==> src/rtl/mux_sel_serializer.sv <==
// 4-bit parallel-to-serial sequencer driving an external 4:1 mux (x data, a select), LSB first.
// Define SER_PARITY_EN to append an even-parity bit as a fifth serial bit.
module mux_sel_serializer #(
   parameter int DIV = 1
) (
   input  logic       clk,
   input  logic       rst_n,
   input  logic [3:0] in_data,
   input  logic       in_valid,
   output logic       in_ready,
   output logic [3:0] x,
   output logic [1:0] a,
   input  logic       mux_out,
   output logic       ser_data,
   output logic       ser_valid,
   output logic       ser_last,
   output logic       busy
);

   // state  | meaning
   // IDLE   | waiting for a word, in_ready high
   // SHIFT  | stepping a through 0..3, sampling mux_out every DIV cycles
   // PARITY | (SER_PARITY_EN only) DIV cycles before emitting ^x

   if (DIV < 1) begin : g_div_chk
      $error("mux_sel_serializer: DIV must be >= 1");
   end

   localparam int CW = (DIV > 1) ? $clog2(DIV) : 1;
   localparam logic [CW-1:0] CNT_LAST = CW'(DIV - 1);

`ifdef SER_PARITY_EN
   typedef enum logic [1:0] {ST_IDLE, ST_SHIFT, ST_PARITY} state_t;
`else
   typedef enum logic [0:0] {ST_IDLE, ST_SHIFT} state_t;
`endif

   state_t          state_q, state_d;
   logic [3:0]      x_q, x_d;
   logic [1:0]      a_q, a_d;
   logic [CW-1:0]   cnt_q, cnt_d;
   logic            ser_data_q, ser_data_d;
   logic            ser_valid_q, ser_valid_d;
   logic            ser_last_q, ser_last_d;

   always_comb begin
      state_d     = state_q;
      x_d         = x_q;
      a_d         = a_q;
      cnt_d       = cnt_q;
      ser_data_d  = ser_data_q;
      ser_valid_d = 1'b0;
      ser_last_d  = 1'b0;
      case (state_q)
         ST_IDLE: begin
            if (in_valid) begin
               x_d     = in_data;
               a_d     = 2'd0;
               cnt_d   = '0;
               state_d = ST_SHIFT;
            end
         end
         ST_SHIFT: begin
            if (cnt_q == CNT_LAST) begin
               cnt_d       = '0;
               ser_data_d  = mux_out;
               ser_valid_d = 1'b1;
               // a saturates at 3 and only returns to 0 on the next accept
               if (a_q != 2'd3) begin
                  a_d = a_q + 2'd1;
               end else begin
`ifdef SER_PARITY_EN
                  state_d = ST_PARITY;
`else
                  state_d    = ST_IDLE;
                  ser_last_d = 1'b1;
`endif
               end
            end else begin
               cnt_d = cnt_q + CW'(1);
            end
         end
`ifdef SER_PARITY_EN
         ST_PARITY: begin
            if (cnt_q == CNT_LAST) begin
               cnt_d       = '0;
               ser_data_d  = ^x_q;
               ser_valid_d = 1'b1;
               ser_last_d  = 1'b1;
               state_d     = ST_IDLE;
            end else begin
               cnt_d = cnt_q + CW'(1);
            end
         end
`endif
         default: state_d = ST_IDLE;
      endcase
   end

   always_ff @(posedge clk or negedge rst_n) begin
      if (!rst_n) begin
         state_q     <= ST_IDLE;
         x_q         <= 4'd0;
         a_q         <= 2'd0;
         cnt_q       <= '0;
         ser_data_q  <= 1'b0;
         ser_valid_q <= 1'b0;
         ser_last_q  <= 1'b0;
      end else begin
         state_q     <= state_d;
         x_q         <= x_d;
         a_q         <= a_d;
         cnt_q       <= cnt_d;
         ser_data_q  <= ser_data_d;
         ser_valid_q <= ser_valid_d;
         ser_last_q  <= ser_last_d;
      end
   end

   assign in_ready  = (state_q == ST_IDLE);
   assign busy      = (state_q != ST_IDLE);
   assign x         = x_q;
   assign a         = a_q;
   assign ser_data  = ser_data_q;
   assign ser_valid = ser_valid_q;
   assign ser_last  = ser_last_q;

endmodule

==> config.mk <==
export PLATFORM = sky130hd
export DESIGN_NAME = mux_sel_serializer
export DESIGN_NICKNAME = d
export VERILOG_FILES = /design/src/rtl/mux_sel_serializer.sv
export SDC_FILE = /design/constraint.sdc
export NUM_CORES = 1
export LEC_CHECK = 0
export ABC_CLOCK_PERIOD_IN_PS = 1700
export CAP_MARGIN = 10
export CELL_PAD_IN_SITES_DETAIL_PLACEMENT = 1
export CELL_PAD_IN_SITES_GLOBAL_PLACEMENT = 1
export CORE_MARGIN = 4
export CORE_UTILIZATION = 31
export CTS_BUF_LIST = sky130_fd_sc_hd__clkbuf_4 sky130_fd_sc_hd__clkbuf_8 sky130_fd_sc_hd__clkbuf_16
export DETAILED_ROUTE_END_ITERATION = 8
export HOLD_SLACK_MARGIN = 0.03
export PLACE_DENSITY = 0.83
export SLEW_MARGIN = 40
export SYNTH_ARGS = -nofsm -noshare
export SYNTH_HDL_FRONTEND = slang
export SYNTH_SLANG_ARGS = --single-unit
==> constraint.sdc <==
create_clock -name clk -period 1.7 [get_ports clk]
set_input_delay 0.34 -clock clk [delete_from_list [all_inputs] [get_ports clk]]
set_output_delay 0.34 -clock clk [all_outputs]
set_load 0.01 [all_outputs]
Run 1, selected gate families:
Scale: 12 px per um.
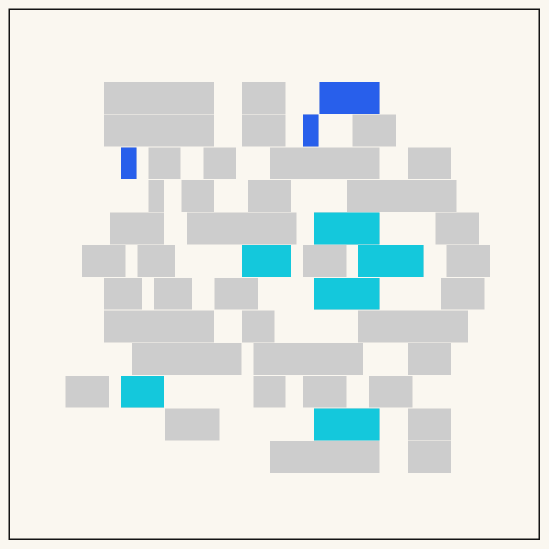
- mux cells: cyan (cells 6)
- nor cells: blue (cells 3)
count of placed standard cells in the final layout, fillers left out: 61
fraction of standard cell area in multi-input logic: 23.5%
commonest non-fill, non-tap cell in the layout: sky130_fd_sc_hd__clkdlybuf4s50_1

Run 1, sequential cells coloured by netlist name:
Scale: 8 px per um.
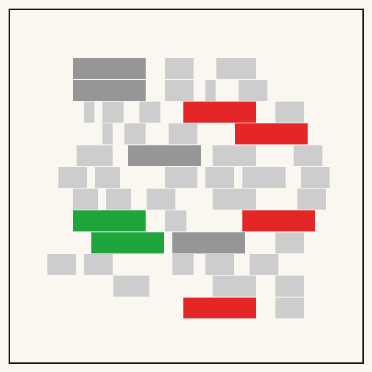
- x: red (sequential cells 4)
- a: green (sequential cells 2)
- not coloured: 4
sequential cell power: 0.000432 W
Seq/total area: 39.5%
area used by sequential logic in the layout: 250 um2
Core Util, Final: 54.1%

Run 1, cell area per tile:
Scale: 6 px per um. 9 x 9 tiles, from dark purple (low) to yellow (high), 0 to 100% covered.
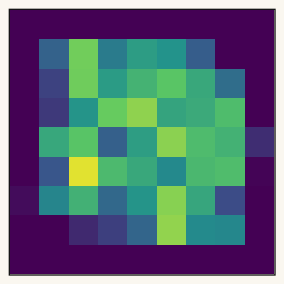
- mean over tiles: 32%
- densest ninth of the die: centre
- tiles over 75% full: 9.9%
- fullest tile: 96%
- nearly empty tiles: 40%

==> results.cfg, run 1 <==
; synthesis and place-and-route metrics
[synthesis]
synth_async_sr_flop_share_pct = 100
synth_instances = 25
yosys.area_share.simple_pct = 7.14
post_synth_main_logic_family = multiplexers
edf_count = 0
top_area_cell = sky130_fd_sc_hd__dfrtp_1
ys_seq_share_pct = 62.1
ys_cells = 25
synthDistinctLibCells = 12

[sta]
worst_slack_ps = 92.3
fmax_ghz = 0.622
worst-slew-pin-transition_ps = 448
finalSetupViolCount = 0

[flow_run]
log.warning_count = 26

[floorplan]
standard_cell_rows = 12
fp-utilization_pct = 34.4
io-pin-count = 19

[global_routing]
grtUsageMet3_pct = 5.69
vias_in_the_first_global_route = 333
grt_overflow_total = 0
globalRouteTotalUtil_pct = 12.2

[drt]
dr_total_vias = 290
wirelength_met1_um = 382
drtIter0Drc = 1
route.detailed.drc = 0
route.detailed.wl_per_inst_um = 15.8

[critical_path]
setup.worst_path.end = busy
worst-path-stages = 1
slowest_stage = sky130_fd_sc_hd__clkdlybuf4s50_1
critical-path-max-stage-delay_ps = 590
path_max_fanout = 5
cp-start-kind = register
timing.rr.end = x[1]

[final_layout]
final_area_um2 = 633
drive_gt1_share_pct = 23.4

[power_and_ir_drop]
netSwitchingFraction_pct = 30.7
power-per-cell-area_mw_per_mm2 = 1850
power.static_leakage_nw = 0.293
power.internal_w = 0.000811

[worst_hold_path]
worst_hold_path_class = in2async

[placed_design]
placement.io_buffers = 18

[outcome]
run_status = completed
==> inputs of run 2 (changes only) <==
--- a/config.mk
+++ b/config.mk
@@ -5,16 +5,16 @@
 export SDC_FILE = /design/constraint.sdc
 export NUM_CORES = 1
 export LEC_CHECK = 0
-export ABC_CLOCK_PERIOD_IN_PS = 1700
+export ABC_CLOCK_PERIOD_IN_PS = 1550
 export CAP_MARGIN = 10
 export CELL_PAD_IN_SITES_DETAIL_PLACEMENT = 1
 export CELL_PAD_IN_SITES_GLOBAL_PLACEMENT = 1
 export CORE_MARGIN = 4
-export CORE_UTILIZATION = 31
+export CORE_UTILIZATION = 29
 export CTS_BUF_LIST = sky130_fd_sc_hd__clkbuf_4 sky130_fd_sc_hd__clkbuf_8 sky130_fd_sc_hd__clkbuf_16
 export DETAILED_ROUTE_END_ITERATION = 8
 export HOLD_SLACK_MARGIN = 0.03
-export PLACE_DENSITY = 0.83
+export PLACE_DENSITY = 0.78
 export SLEW_MARGIN = 40
 export SYNTH_ARGS = -nofsm -noshare
 export SYNTH_HDL_FRONTEND = slang
==> constraint.sdc (replaced) <==
create_clock -name clk -period 1.55 [get_ports clk]
set_input_delay 0.31 -clock clk [delete_from_list [all_inputs] [get_ports clk]]
set_output_delay 0.31 -clock clk [all_outputs]
set_load 0.01 [all_outputs]
Run 2, selected gate families:
Scale: 10 px per um.
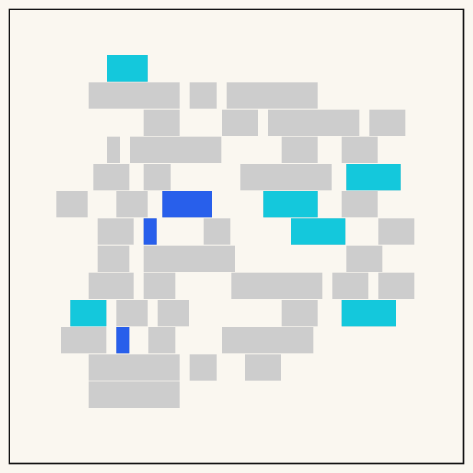
- mux cells: cyan (cells 6)
- nor cells: blue (cells 3)
fraction of standard cell area in multi-input logic: 23.6%
count of placed standard cells in the final layout, fillers left out: 62

Run 2, clock nets:
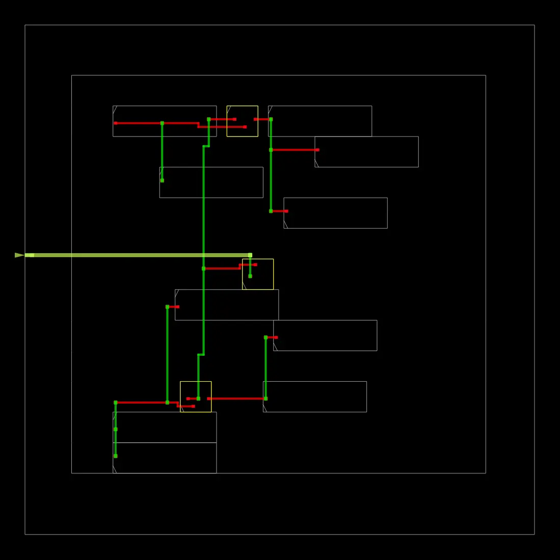
clock buffer count from CTS: 3
clk ins delay skew pair: 250 ps
number of clock-tree buffers in the layout: 3

==> run 2 against run 1 <==
Clock power grew 9%. Synthesized area stayed put. Worst setup slack is essentially flat. Global-route usage decreased by 1.5 points. Sequential share of layout area rose by 0.16 points. Register-to-register slack lost 130 ps. Cell count up 1.6%. Sequential power up 9.0%. Sequential cell count stayed put. Critical path depth is the same. Clock-buffer cell count stayed put. Critical endpoint is now x[2].
==> results.cfg, run 2 <==
; synthesis and place-and-route metrics
[sta]
finalSetupViolCount = 0
worst-slew-pin-transition_ps = 442
fmax_ghz = 0.686

[synthesis]
synthDistinctLibCells = 12
ys_seq_share_pct = 62.1
top_area_cell = sky130_fd_sc_hd__dfrtp_1
post_synth_main_logic_family = multiplexers
ys_cells = 25

[critical_path]
cp-start-kind = register
path_max_fanout = 2
worst-path-stages = 1

[global_routing]
vias_in_the_first_global_route = 352
grtUsageMet3_pct = 3.98

[final_layout]
final_area_um2 = 631
finalCoreUtilization_pct = 48.5
sequential_cell_area_um2 = 250

[power_and_ir_drop]
power-per-cell-area_mw_per_mm2 = 2000
power.internal_w = 0.000864
netSwitchingFraction_pct = 31.4

[outcome]
run_status = completed
==> inputs of run 3 (changes only) <==
--- a/config.mk
+++ b/config.mk
@@ -15,6 +15,7 @@
 export DETAILED_ROUTE_END_ITERATION = 8
 export HOLD_SLACK_MARGIN = 0.03
 export PLACE_DENSITY = 0.78
+export SKIP_CTS_REPAIR_TIMING = 1
 export SLEW_MARGIN = 40
 export SYNTH_ARGS = -nofsm -noshare
 export SYNTH_HDL_FRONTEND = slang
Run 3, clock nets:
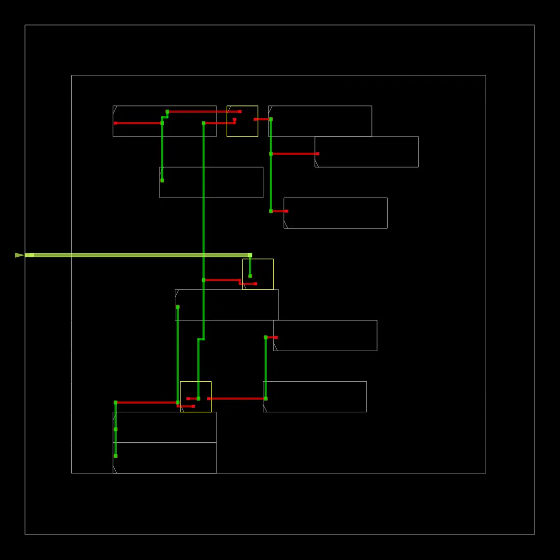
clk sinks: 10
P_clk: 0.000164 W
sequential cell count: 10
worst clock skew on the final layout: 0.106 ps

Run 3, I/O nets highlighted:
Scale: 8 px per um.
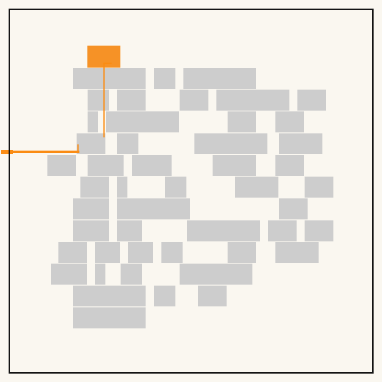
- mux_out: orange (bits 1; direction input; edge left; end cells 1; wire 19.0 um)

==> run 3 against run 2 <==
Clock skew fell by 0.57 ps. Cell count rose by 3.2%. Clock-buffer cell count did not move. Via count rose by 2.7%. Power rose by 4.8%. Sequential share of layout area fell by 1.4 points. Synthesized area did not move. Sequential power fell by 1%. Global-route usage rose by 0.082 points. Critical path depth did not move. Synthesized cell count did not move. Critical endpoint is now a[0]. Largest cell class unchanged.
==> results.cfg, run 3 <==
; synthesis and place-and-route metrics
[outcome]
run_status = completed

[global_routing]
grtUsageMet3_pct = 4.78
vias_in_the_first_global_route = 352
grt_overflow_total = 0

[power_and_ir_drop]
power.internal_w = 0.000913
power.static_leakage_nw = 0.318
power-per-cell-area_mw_per_mm2 = 2020
netSwitchingFraction_pct = 30.8

[critical_path]
cp-start-kind = register
path_max_fanout = 3

[final_layout]
final_area_um2 = 654
finalCoreUtilization_pct = 50.3
comb_share_pct = 22.8
nClkBuffers = 3
sequential_cell_area_um2 = 250
finish.cell_count_without_fillers = 64

[synthesis]
synthDistinctLibCells = 12
yosysChipArea_um2 = 403
syn-cell-area_um2 = 403
ys_seq_share_pct = 62.1
top_area_cell = sky130_fd_sc_hd__dfrtp_1

[sta]
finalSetupViolCount = 0
worst-slew-pin-transition_ps = 436
fmax_ghz = 0.664

[clock_tree]
clk_latency_ps = 250
Power figures rest on the tool's default switching activity, not on a simulated workload.
